--- src/rtl/mem_access_unit.sv ---
// ============================================================================
// Module   : mem_access_unit
// Function : RV32 load/store sequencer onto a word-wide valid/ready data port,
//            with read-modify-write for sub-word stores to cacheable memory.
// Revision : 1.0 - initial release
// ============================================================================
`default_nettype none

module mem_access_unit #(
    parameter logic [23:0] MMIO_HI = 24'h000000
) (
    input  logic        clk,
    input  logic        rst,
    input  logic        req_valid,
    input  logic        req_we,
    input  logic [2:0]  req_funct3,
    input  logic [31:0] req_addr,
    input  logic [31:0] req_wdata,
    output logic        stall,
    output logic        done,
    output logic [31:0] rdata,
    output logic        misalign,
    output logic [31:0] mem_addr,
    output logic [31:0] mem_wdata,
    output logic        mem_w_valid,
    output logic        mem_r_valid,
    input  logic        mem_w_ready,
    input  logic        mem_r_ready,
    input  logic [31:0] mem_r_data
);

    typedef enum logic [2:0] {
        IDLE      = 3'd0,
        READ      = 3'd1,
        WRITE     = 3'd2,
        RMW_READ  = 3'd3,
        RMW_WRITE = 3'd4,
        RESP      = 3'd5
    } state_t;

    state_t      r_state;
    state_t      w_next;
    logic [31:0] r_addr;
    logic [2:0]  r_funct3;
    logic [31:0] r_word;
    logic [31:0] r_rdata;

    logic        w_req_byte;
    logic        w_req_half;
    logic        w_req_misalign;
    logic        w_req_mmio;
    logic [31:0] w_req_word;
    logic [7:0]  w_lane_b;
    logic [15:0] w_lane_h;
    logic [31:0] w_load;
    logic [31:0] w_merged;

    // Loads decode size from funct3[1:0]; stores only honour 000/001 as sub-word.
    assign w_req_byte     = (req_funct3[1:0] == 2'b00) && !(req_we && req_funct3[2]);
    assign w_req_half     = (req_funct3[1:0] == 2'b01) && !(req_we && req_funct3[2]);
    assign w_req_misalign = (w_req_half && req_addr[0]) ||
                            (!w_req_byte && !w_req_half && (req_addr[1:0] != 2'b00));
    assign w_req_mmio     = (req_addr[31:8] == MMIO_HI);

    // Sub-word MMIO stores go out unshifted and zero-extended; cacheable ones keep raw data for the merge.
    always_comb begin
        w_req_word = req_wdata;
        if (req_we && w_req_mmio && w_req_byte) begin
            w_req_word = {24'b0, req_wdata[7:0]};
        end else if (req_we && w_req_mmio && w_req_half) begin
            w_req_word = {16'b0, req_wdata[15:0]};
        end
    end

    assign w_lane_b = mem_r_data[{r_addr[1:0], 3'b000} +: 8];
    assign w_lane_h = r_addr[1] ? mem_r_data[31:16] : mem_r_data[15:0];

    always_comb begin
        case (r_funct3)
            3'b000:  w_load = {{24{w_lane_b[7]}}, w_lane_b};
            3'b100:  w_load = {24'b0, w_lane_b};
            3'b001:  w_load = {{16{w_lane_h[15]}}, w_lane_h};
            3'b101:  w_load = {16'b0, w_lane_h};
            default: w_load = mem_r_data;
        endcase
    end

    always_comb begin
        w_merged = mem_r_data;
        if (r_funct3[0]) begin
            w_merged[{r_addr[1], 4'b0000} +: 16] = r_word[15:0];
        end else begin
            w_merged[{r_addr[1:0], 3'b000} +: 8] = r_word[7:0];
        end
    end

    always_comb begin
        w_next      = r_state;
        stall       = 1'b0;
        done        = 1'b0;
        misalign    = 1'b0;
        mem_r_valid = 1'b0;
        mem_w_valid = 1'b0;
        case (r_state)
            IDLE: begin
                if (req_valid) begin
                    if (w_req_misalign) begin
                        misalign = 1'b1;
                    end else begin
                        stall = 1'b1;
                        if (!req_we) begin
                            w_next = READ;
                        end else if ((w_req_byte || w_req_half) && !w_req_mmio) begin
                            w_next = RMW_READ;
                        end else begin
                            w_next = WRITE;
                        end
                    end
                end
            end
            READ, RMW_READ: begin
                stall       = 1'b1;
                mem_r_valid = 1'b1;
                if (mem_r_ready) begin
                    w_next = (r_state == READ) ? RESP : RMW_WRITE;
                end
            end
            WRITE, RMW_WRITE: begin
                stall       = 1'b1;
                mem_w_valid = 1'b1;
                if (mem_w_ready) begin
                    w_next = RESP;
                end
            end
            RESP: begin
                done   = 1'b1;
                w_next = IDLE;
            end
            default: w_next = IDLE;
        endcase
    end

    always_ff @(posedge clk) begin
        if (rst) begin
            r_state  <= IDLE;
            r_addr   <= 32'b0;
            r_funct3 <= 3'b0;
            r_word   <= 32'b0;
            r_rdata  <= 32'b0;
        end else begin
            r_state <= w_next;
            if (r_state == IDLE && req_valid) begin
                r_addr   <= req_addr;
                r_funct3 <= req_funct3;
                r_word   <= w_req_word;
            end
            if (r_state == READ && mem_r_ready) begin
                r_rdata <= w_load;
            end
            if (r_state == RMW_READ && mem_r_ready) begin
                r_word <= w_merged;
            end
        end
    end

    assign rdata     = r_rdata;
    assign mem_addr  = {r_addr[31:2], 2'b00};
    assign mem_wdata = r_word;

endmodule

`default_nettype wire

--- config.mk ---
export PLATFORM = sky130hd
export DESIGN_NAME = mem_access_unit
export DESIGN_NICKNAME = d
export VERILOG_FILES = /design/src/rtl/mem_access_unit.sv
export SDC_FILE = /design/constraint.sdc
export NUM_CORES = 1
export LEC_CHECK = 0
export ABC_AREA = 1
export CORE_ASPECT_RATIO = 0.5
export CORE_MARGIN = 10
export CORE_UTILIZATION = 42
export DETAILED_ROUTE_END_ITERATION = 16
export GPL_ROUTABILITY_DRIVEN = 0
export HOLD_SLACK_MARGIN = 0.05
export PLACE_DENSITY = 0.75
export SLEW_MARGIN = 10
export SYNTH_ARGS = -nofsm -noshare
export SYNTH_HDL_FRONTEND = slang
export SYNTH_SLANG_ARGS = --single-unit
--- constraint.sdc ---
create_clock -name clk -period 2.6 [get_ports clk]
set_clock_uncertainty 0.15 [all_clocks]
set_input_delay 0.78 -clock clk [delete_from_list [all_inputs] [get_ports clk]]
set_output_delay 0.78 -clock clk [all_outputs]
set_load 0.02 [all_outputs]
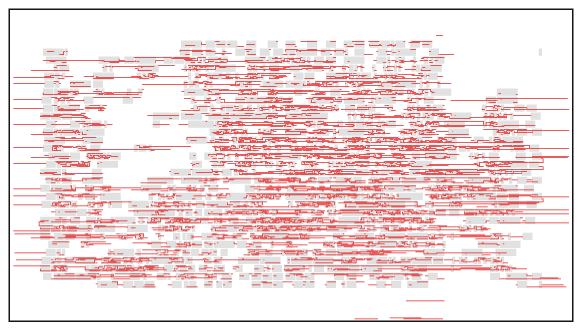
Run 1: M1 wires
Cells faint in the background.
The longest straight run is 67.2 um. The layer carries 9030 um of wire. The layer holds 41% of the routed length. 1134 nets have wire on it.
met1 Usage GRT: 25.3%
total vias in the final route: 6960
Post-Route WL: 22.1 mm

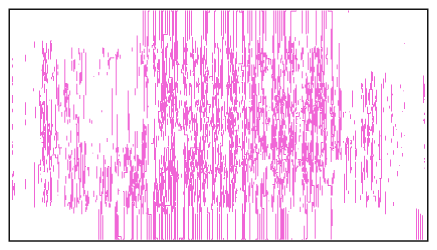
Run 1: signal wires on met2
The layer carries 10600 um of wire. The layer holds 48% of the routed length. The longest straight run is 44.2 um.
M2 GR Usage: 35.3%

==> run summary, run 1 <==
Results of the implementation run.

For this design, the CTS-stage hold fixing added 0 buffers. In the Yosys report, the sequential cells make up 33.3% of the chip area. The group that draws the most power in this run is combinational logic.

The die is 191 um wide. The combinational cell area excluding buffers and inverters came out at 3200 sq um. The number of warnings the tools reported came out at 30.

The final clock period utilization by the worst path is 98.3%. The flow ran to the end, and the final reports show no timing, DRC or antenna violations. Per the synth stats, the flop cell with the highest instance count is dfxtp_1. The tally of max-capacitance violations is 0. The layout cell share with drive strength beyond 1 came out at 9.56%.

The via count of the first global-routing pass is 6636. The fill cell instance count of the final layout is 1345. The internal cell power is 4.14 mW. The number of synthesized flops with an enable pin is 0. The highest clock frequency the design can meet is 391 MHz. The required time at the endpoint of the critical path came out at 1670 ps.

At the worst endpoint, the arrival time is 1630 ps. Counting every instance in the synthesized netlist gives 957. The number of slew-limit violations in the final report came out at 0.

Across all register-to-register paths, the minimum setup slack is 490 ps. The final-layout non-clock buffer area share is 27.9%. The sequential cell fraction of total power is 30.1%. After Yosys synthesis, and, or, nand and nor cells account for 29.9% of the synthesized area. The half-perimeter wire length after detailed placement came out at 16.9 mm. The number of flip-flops and latches is 102.

The post-synthesis adder-cell area fraction came out at 1.02%. Before any placement, the netlist area is recorded as 6130 sq um. Per the hold report, the tightest min-delay path originates at r_addr[12].

The sequential cell area share came out at 23.8%. Setup repair after global routing left no endpoint under its margin. The startpoint identified for the worst register-to-register timing path is r_state[1]. The completed layout was analyzed and its total power is 7.38 mW. The buffer count from post-CTS setup fixing came out at 6. The count of cell types in the netlist came out at 39. After detailed routing, the met3 layer carries 2.04 mm of wire. The largest fanout of any net on the critical path is 2. At the end of the flow the core is filled with cells to 59.7%.
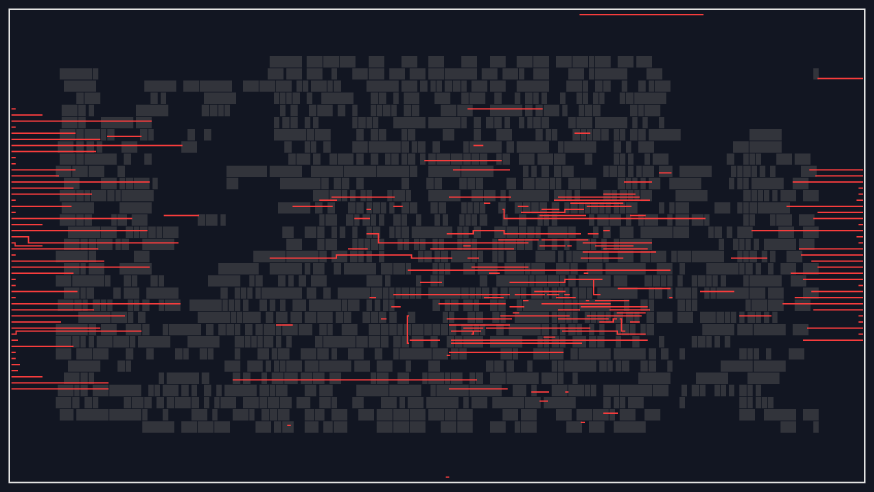
Run 1: signal wires on met3
Cells faint in the background.
The layer carries 2040 um of wire. The wires run mostly horizontal. The longest straight run is 58.4 um.
global-route track usage on met3: 6.28%

Run 1, congestion heat map:
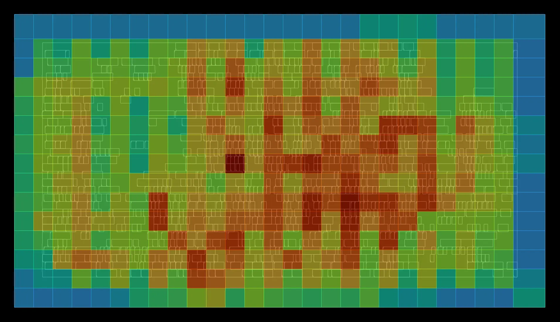

==> run 1 -> run 2 <==
--- a/config.mk
+++ b/config.mk
@@ -10,10 +10,8 @@
 export CORE_MARGIN = 10
 export CORE_UTILIZATION = 42
 export DETAILED_ROUTE_END_ITERATION = 16
-export GPL_ROUTABILITY_DRIVEN = 0
 export HOLD_SLACK_MARGIN = 0.05
 export PLACE_DENSITY = 0.75
-export SLEW_MARGIN = 10
 export SYNTH_ARGS = -nofsm -noshare
 export SYNTH_HDL_FRONTEND = slang
 export SYNTH_SLANG_ARGS = --single-unit
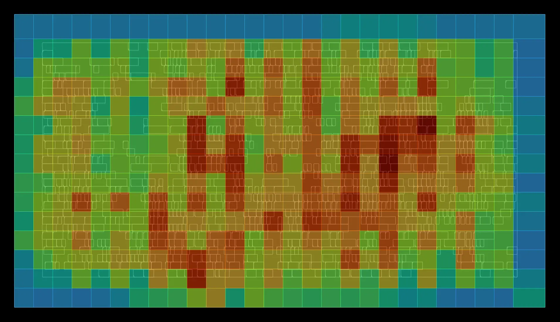
Run 2: congestion heat map
GRT Max-Usage Layer: met2
overall routing resource usage: 21.7%
global-route track usage on met3: 6.71%
per-cell routed wire length: 17.0 um

==> run 2 against run 1 <==
Net effect:
- sequential power about the same
- wire length increased by 3.1%
- global-route usage increased by 0.89 points
- power increased by 0.72%
- flip-flop count unchanged
- final cell count about the same
- non-clock buffer count increased by 1
- first-iteration DRC count increased by 14%
- design area increased by 0.13%
- die area unchanged
- critical path depth decreased by 2
- critical endpoint is now misalign
- largest cell class unchanged
==> run summary, run 2 <==
Results of the implementation run.

The internal power of the cells totals 4.17 mW. The arrival time of data at the worst endpoint is listed as 1610 ps. The buffer count from post-CTS setup fixing came out at 6. Data on the critical path is required at its endpoint by 1670 ps. The post-synthesis adder-cell area fraction came out at 1.02%. The highest clock frequency the design can meet is 394 MHz. The gate-level netlist out of Yosys references 39 unique cell types. Setup repair after global routing left no endpoint under its margin. The finished layout reports a core utilization of 59.8%. The detailed router reports a met3 wire length of 2.05 mm. The via count of the first global-routing pass came out at 6715. Of the cells placed in the final design, the portion with a size suffix greater than 1 is 9.47%. The flow ran to the end, and the final reports show no timing, DRC or antenna violations. The post-synthesis instance area came out at 6130 sq um.

The met2 track demand over resource in global routing came out at 35.3%. The worst hold path begins at r_addr[24]. Per the timing report, the most critical flop-to-flop path originates at r_state[1]. The run reported a max-capacitance violation count of 0.

The largest share of the power goes to combinational logic. Max-slew check failures listed in the final report amount to 0. Per the synthesis report, the simple-gate share of the synthesized area is 29.9%. The hold buffer count at CTS came out at 0.

After layout, the design draws a total of 7.43 mW. The number of flip-flops and latches came out at 102. The final clock period utilization by the worst path came out at 97.5%. In the synthesized netlist, the number of instances is 957. The half-perimeter wire length after detailed placement came out at 17.4 mm.

Of the total power, registers draw 30.0%. Per the layout area report, the combinational gate area comes to 3210 sq um. The register share after synthesis is 33.3%. The largest fanout of any net on the critical path is 2. The detailed-route via count is 6954. The horizontal extent of the die is 191 um.

The number of synthesized flops with an enable pin came out at 0.
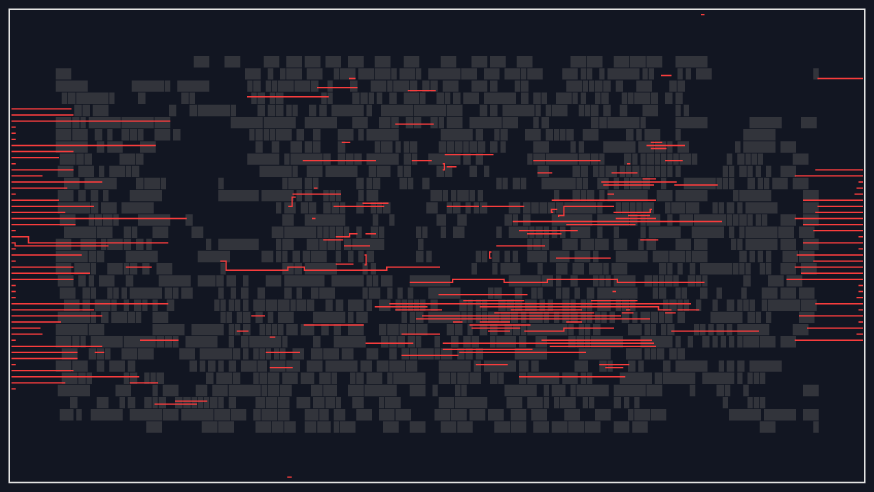
Run 2: signal wires on met3
Cells faint in the background.
147 nets have wire on it. The layer holds 9.0% of the routed length. The longest straight run is 67.2 um. The wires run mostly horizontal. The layer carries 2050 um of wire.

Run 2, the metal 4 layer:
The bar under the picture is 50 um long. Cells faint in the background.
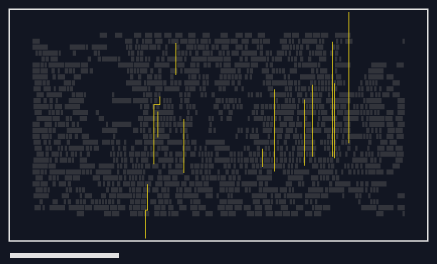

==> run 2 -> run 3 <==
--- a/config.mk
+++ b/config.mk
@@ -5,13 +5,13 @@
 export SDC_FILE = /design/constraint.sdc
 export NUM_CORES = 1
 export LEC_CHECK = 0
-export ABC_AREA = 1
+export ABC_AREA = 0
 export CORE_ASPECT_RATIO = 0.5
 export CORE_MARGIN = 10
-export CORE_UTILIZATION = 42
+export CORE_UTILIZATION = 44
 export DETAILED_ROUTE_END_ITERATION = 16
 export HOLD_SLACK_MARGIN = 0.05
-export PLACE_DENSITY = 0.75
+export PLACE_DENSITY = 0.81
 export SYNTH_ARGS = -nofsm -noshare
 export SYNTH_HDL_FRONTEND = slang
 export SYNTH_SLANG_ARGS = --single-unit
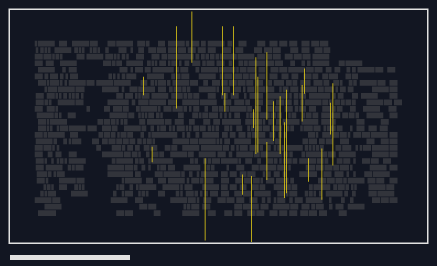
Run 3: the metal 4 layer
The bar under the picture is 50 um long. Cells faint in the background.
The layer holds 2.6% of the routed length. 23 nets have wire on it. The wires run mostly vertical.
Post-Route WL: 20.7 mm
total vias in the final route: 5767

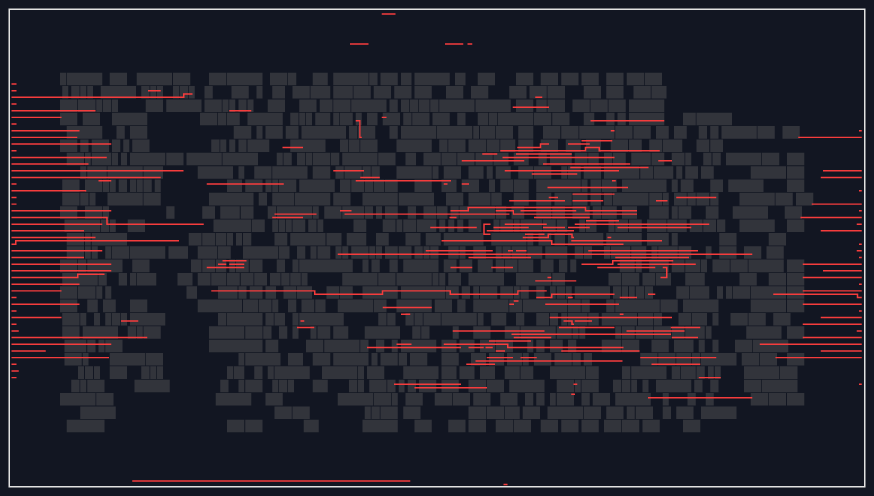
Run 3: signal wires on met3
Cells faint in the background.
The layer holds 11% of the routed length. The wires run mostly horizontal. 162 nets have wire on it. The longest straight run is 84.2 um. The layer carries 2180 um of wire.

==> run 3 against run 2 <==
Net effect:
- area after synthesis shrank 15%
- sequential share of layout area grew 2.1 points
- clock power grew about 10%
- the flow now finishes with violations (setup timing)
- largest cell class unchanged
- critical path type unchanged
- design area shrank 8.0%
- setup slack lost 87 ps
- clock-buffer cell count shrank 2
- combinational power shrank 56%
- highest routed layer unchanged
- flip-flop count is the same
- die area shrank 16%
- utilization grew 10 points
==> run summary, run 3 <==
Results of the implementation run.

The total global-route track usage came out at 23.2%. At the end of the flow the core is filled with cells to 70.2%. The critical path in the final layout is reported with a setup slack of -21.9 ps. The internal cell power is 3.37 mW.

In this run the most used layer during global routing was met2. The register share after synthesis came out at 39.1%. The met3 wirelength from detailed routing is 2.18 mm. The post-synthesis adder-cell area fraction came out at 1.39%. Of the available clock period, the critical path in the final layout requires 101%. For the worst reg-to-reg path, the startpoint reported by OpenROAD is r_addr[1]. The number of setup violations in the final report came out at 2.

For the worst min-delay path, the startpoint reported by OpenROAD is rdata[3]. The met2 track demand over resource in global routing came out at 39.1%. The sequential cell area share is 25.8%. The fill cell instance count of the final layout is 905.

The combinational cell area excluding buffers and inverters came out at 2770 sq um. The highest clock frequency the design can meet is 381 MHz. The final-layout non-clock buffer area share came out at 32.5%. Counting both buffers and inverters, the worst setup path holds a total of 3. STA reports a reg2reg setup slack of 230 ps.

The horizontal extent of the die is 174 um. The report counts max-capacitance violations totalling 0. The number of slew-limit violations in the final report came out at 0. For this run, global-route usage on met3 was measured as 8.36%. The final reports fail on setup timing. The sequential cell fraction of total power came out at 37.1%.

The met1 capacity usage during global routing is 27.0%. The most used flip-flop cell after synthesis is dfxtp_1. The synthesized instance count is 638. The hold buffer count at CTS came out at 0. The number of flip-flops and latches is 102.

The group that draws the most power in this run is registers. In this run, synthesis inferred 0 flip-flops with an integrated enable. For the worst setup path, the data required time is 1670 ps. The run finished, with violations left. Setup repair after global routing could not meet its margin everywhere. On the critical path the data arrives at 1690 ps.
Power figures rest on the tool's default switching activity, not on a simulated workload.
